### src/rtl/uart_timing_pkg.sv
// Shared UART timing constants.
// Default divisor is derived from the system clock and baud rate.
package uart_timing_pkg;

    localparam int CLK_HZ      = 50_000_000;
    localparam int BAUD        = 115_200;
    localparam int DIV_W       = 16;
    localparam int DEFAULT_DIV = CLK_HZ / BAUD - 1;

    typedef logic [DIV_W-1:0] div_t;

endpackage

### src/rtl/baud_tick_gen.sv
// Programmable bit-timing source for the UART receiver.
// Emits tick every div_q+1 enabled cycles and half_tick mid-period.
module baud_tick_gen #(
    parameter int WIDTH       = uart_timing_pkg::DIV_W,
    parameter int DEFAULT_DIV = uart_timing_pkg::DEFAULT_DIV
) (
    input  logic             clk,
    input  logic             rst,
    input  logic             en,
    input  logic             load,
    input  logic [WIDTH-1:0] div_in,
    input  logic             restart,
    input  logic             oneshot,
    output logic             tick,
    output logic             half_tick,
    output logic             active
);

    logic [WIDTH-1:0] count_q;
    logic [WIDTH-1:0] div_q;
    logic             armed_q;
    logic             tick_q;
    logic             half_q;

    logic at_end;
    logic at_half;

    // Terminal and midpoint compares; count never passes div_q.
    always_comb begin
        at_end  = (count_q == div_q);
        at_half = (count_q == (div_q >> 1));
    end

    // Counter, divisor and arm state; load beats restart beats counting.
    always_ff @(posedge clk or posedge rst) begin
        if (rst) begin
            count_q <= '0;
            div_q   <= WIDTH'(DEFAULT_DIV);
            armed_q <= 1'b1;
            tick_q  <= 1'b0;
            half_q  <= 1'b0;
        end else if (load) begin
            div_q   <= div_in;
            count_q <= '0;
            armed_q <= 1'b1;
            tick_q  <= 1'b0;
            half_q  <= 1'b0;
        end else if (restart) begin
            count_q <= '0;
            armed_q <= 1'b1;
            tick_q  <= 1'b0;
            half_q  <= 1'b0;
        end else if (en && armed_q) begin
            half_q <= at_half;
            if (at_end) begin
                count_q <= '0;
                tick_q  <= 1'b1;
                if (oneshot) begin
                    armed_q <= 1'b0;
                end
            end else begin
                count_q <= count_q + 1'b1;
                tick_q  <= 1'b0;
            end
        end else begin
            tick_q <= 1'b0;
            half_q <= 1'b0;
        end
    end

    assign tick      = tick_q;
    assign half_tick = half_q;
    assign active    = armed_q;

endmodule
### config.mk
export PLATFORM = sky130hd
export DESIGN_NAME = baud_tick_gen
export DESIGN_NICKNAME = d
export VERILOG_FILES = /design/src/rtl/uart_timing_pkg.sv /design/src/rtl/baud_tick_gen.sv
export SDC_FILE = /design/constraint.sdc
export NUM_CORES = 1
export LEC_CHECK = 0
export CAP_MARGIN = 20
export CORE_MARGIN = 4
export CORE_UTILIZATION = 54
export CTS_CLUSTER_DIAMETER = 100
export DETAILED_ROUTE_END_ITERATION = 6
export PLACE_DENSITY = 0.86
export SLEW_MARGIN = 20
export SYNTH_ARGS = -nofsm -noshare
export SYNTH_HDL_FRONTEND = slang
export SYNTH_SLANG_ARGS = --single-unit
### constraint.sdc
create_clock -name clk -period 2.3 [get_ports clk]
set_input_delay 0.345 -clock clk [delete_from_list [all_inputs] [get_ports clk]]
set_output_delay 0.345 -clock clk [all_outputs]
set_load 0.02 [all_outputs]
### Cells colored by class

Scale: 4 px per um.
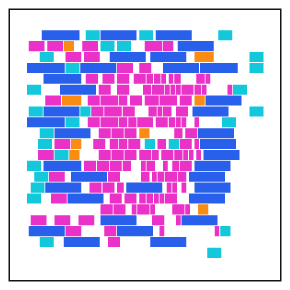
class	color	cells	share of their area
clock drivers and dummy loads	orange	8	3.4%
other buffers and delay cells	cyan	28	12%
all other logic	magenta	127	43%
flops	blue	35	41%
standard cell core area: 3390 sq um
row count: 21
utilization after layout: 0.656

### I/O nets highlighted

Scale: 6 px per um.
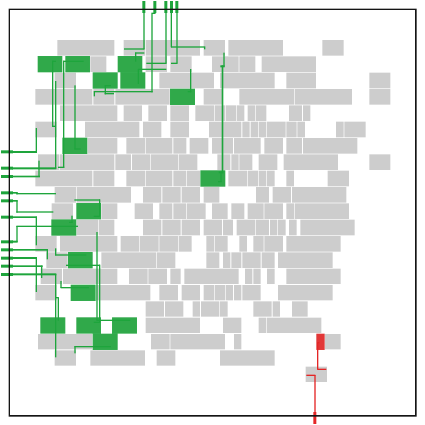
port	color	bits	direction	edge	end cells	buffers	wire
`rst`	red	1	input	south	1	1	13.6 um
`div_in`	green	16	input	11 west, 5 north	16	16	339 um
number of buffers added on ports: 24
number of I/O pins: 25

==> metrics.log <==
[metrics] run summary
[metrics] cell chosen for the clock root: clkbuf_4
[metrics] Yosys warning total: 0
[metrics] DRT Pass-1 Iters: 4
[metrics] number of design-rule violations left by the first detailed-router iteration: ~77
[metrics] total global routing track utilization: 0.193
[metrics] largest stage delay on the critical path: 0.48 ns
[metrics] post-synthesis cell count: around 170
[metrics] vertical extent of the die: approximately 68 um
[metrics] GRT overflow: 0
[metrics] Die Size: about 4600 sq um
[metrics] leakage power: 0.976 nW
[metrics] antenna diode count: 0
[metrics] number of failing hold endpoints at the final stage: 0
[metrics] number of synthesized register bits: 35
[metrics] pre-CTS WS: about 0.24 ns
[metrics] worst-case vdd ir drop: about 320 uV
[metrics] launch point of the worst reg-to-reg path: count_q[12]
[metrics] Synth area leaders: dfrtp_1 (38%), xor2_1 (17%), mux2_2 (9.4%)
[metrics] routed length per instance: between 15 and 20 um
[metrics] clock-pin slew on the worst setup and hold paths: 0.10 ns
[metrics] synthesis-to-layout area growth: 16.2%
[metrics] post-DR vias/cell: 5.48
[metrics] TritonCTS clock tree: yes
[metrics] most frequent cell after synthesis: xor2_1
[metrics] number of sinks on the clock net: 35
[metrics] post-detailed-route count of antenna-violating nets: 0
[metrics] standard cell with the maximum stage delay on the critical path: o21ai_2
[metrics] final worst slack: approximately 0.27 ns
[metrics] detailed-placement wirelength estimate: 2930 um
[metrics] fmax: between 0.4 and 0.5 GHz
[metrics] mean instance size in the synthesized netlist: between 10 and 15 sq um
[metrics] maximum number of pins on one net before global-route repair: 36
[metrics] Post-synth EDFFs: 0
[metrics] cycle use final: 0.882
[metrics] post-synthesis instance area: 1910 sq um
[metrics] OpenROAD warning count: 26
[metrics] status: finished clean
[metrics] tally of max-capacitance violations: 0
[metrics] fraction of layout instances using a drive strength above 1: 0.197
[metrics] DRC violations left: 0
[metrics] Synth area leader: dfrtp_1
[metrics] htree depth: 2
[metrics] data required time at the worst endpoint: 2.52 ns
[metrics] Int Power: around 900 uW
[metrics] Clock Tree Buf Depth: 2
[metrics] pins over their slew limit: 0
[metrics] minimum period implied by the final worst setup slack: about 2 ns
[metrics] total setup buffers inserted after CTS: 0
[metrics] count of cell types in the netlist: 31
[metrics] count of hold-fix buffers inserted at cts: 0
[metrics] starting density of the core: 0.564
[metrics] net count reported at finish: around 220
[metrics] post-synth net total: ~200
[metrics] start point of the critical path: count_q[12]
### The metal 2 layer

Scale: 6 px per um.
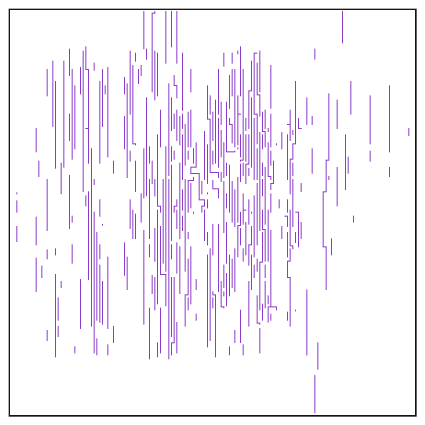
share of all routed wire	48%
longest straight run	29.9 um
wire length on this layer	1830 um
number of vias in the routed layout: 1338
global routing usage on met2: 0.304
Routed WL: 3780 um

### Clock network drawn from the DEF

Scale: 4 px per um.
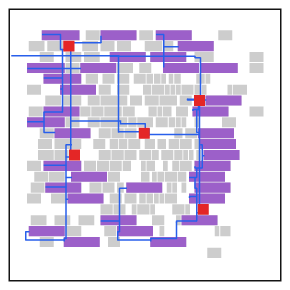
[cells driving clock nets] red | count: 5
[flip-flops] purple | count: 35
[clock wires] blue | length: 407 um
routed clock nets	6
power of the clock network: 381 uW
Latency at later pin: 0.34 ns
worst clock skew: 0.00696 ns
Clk network pwr share: 0.312

## per-stage QoR
stage	instances	cell area [sq um]	hold WS, ns	power (mW)
2_1_floorplan	174	1910	0.460	0.789
3_3_place_gp	236	2150	0.487	0.842
3_5_place_dp	236	2150	0.490	0.852
4_1_cts	244	2220	0.390	1.24
5_1_grt	244	2220	0.418	1.28
6_report	244	2220	0.381	1.22
## registers in the layout, indices dropped and copies added, names as in the netlist
register	cells
active	1
div_q	16
tick	1
count_q	16
half_tick	1
## tightest hold or removal path: cells and delay by family
family                 cells  cell delay (ns)
buffers and inverters      3             0.82
## final timing paths
path / slack [ns] / cells after the start / endpoint
setup / recovery: 0.27 / 5 / count_q[8]
hold / removal: 0.38 / 3 / count_q[11]
setup reg to reg: 0.27 / 5 / count_q[8]
hold reg to reg: 0.50 / 2 / active
max in group asynchronous: 1.57 / 3 / div_q[8]
min in group clk: 0.50 / 2 / active
## routing by layer
metal | vias to the layer above | GRT usage | share of wire
met5 | - | 0 | 0
met4 | 0 | 0.0987 | 0.029
li1 | 633 | - | -
met2 | 36 | 0.304 | 0.48
met3 | 12 | 0.0483 | 0.049
met1 | 657 | 0.245 | 0.44
## power groups by stage
stage / Combinational, mW / Clock (mW) / Sequential [mW]
after floorplan: 0.101 / 0 / 0.689
after global placement: 0.146 / 0 / 0.696
after detailed placement: 0.153 / 0 / 0.699
after CTS: 0.154 / 0.395 / 0.687
after global routing: 0.167 / 0.419 / 0.692
final: 0.152 / 0.381 / 0.687
## logic make-up (layout without fill, tap and decap cells)
logic type,Yosys count,after routing,synth area share
AND-OR/OR-AND,7,7,0.0275
XOR/XNOR,44,44,0.201
adder cells (fa/ha/maj),1,1,0.00654
buffers and inverters,13,37,0.0490
flip-flops,35,35,0.462
multiplexers,16,16,0.0942
AND/OR/NAND/NOR,58,58,0.160
## cell usage in the layout (no fill, tap or decap), drive strengths merged
master	count
ha	1
dfrtp	29
o21ai	2
nand4	7
clkinvlp	1
nor2	16
a31oi	1
nand4b	1
o211a	1
nand3	5
a21oi	2
dfstp	6
mux2	16
o2111a	1
nor3	3
nor4	7
xnor2	7
and4	1
clkdlybuf4s50	24
xor2	37
and2	1
clkbuf	7
and3	2
inv	1
nand2	13
buf	4
or2	1
nand3b	1
## area by class of cell
class / count / area (sq um)
sequential: 35 / 883
timing repair buffer: 28 / 270
clock inverter: 1 / 7.51
inverter: 1 / 3.75
multi-input combinational: 126 / 936
tap: 46 / 57.6
clock buffer: 7 / 65.1
fill: 255 / 1170
Power figures rest on the tool's default switching activity, not on a simulated workload.
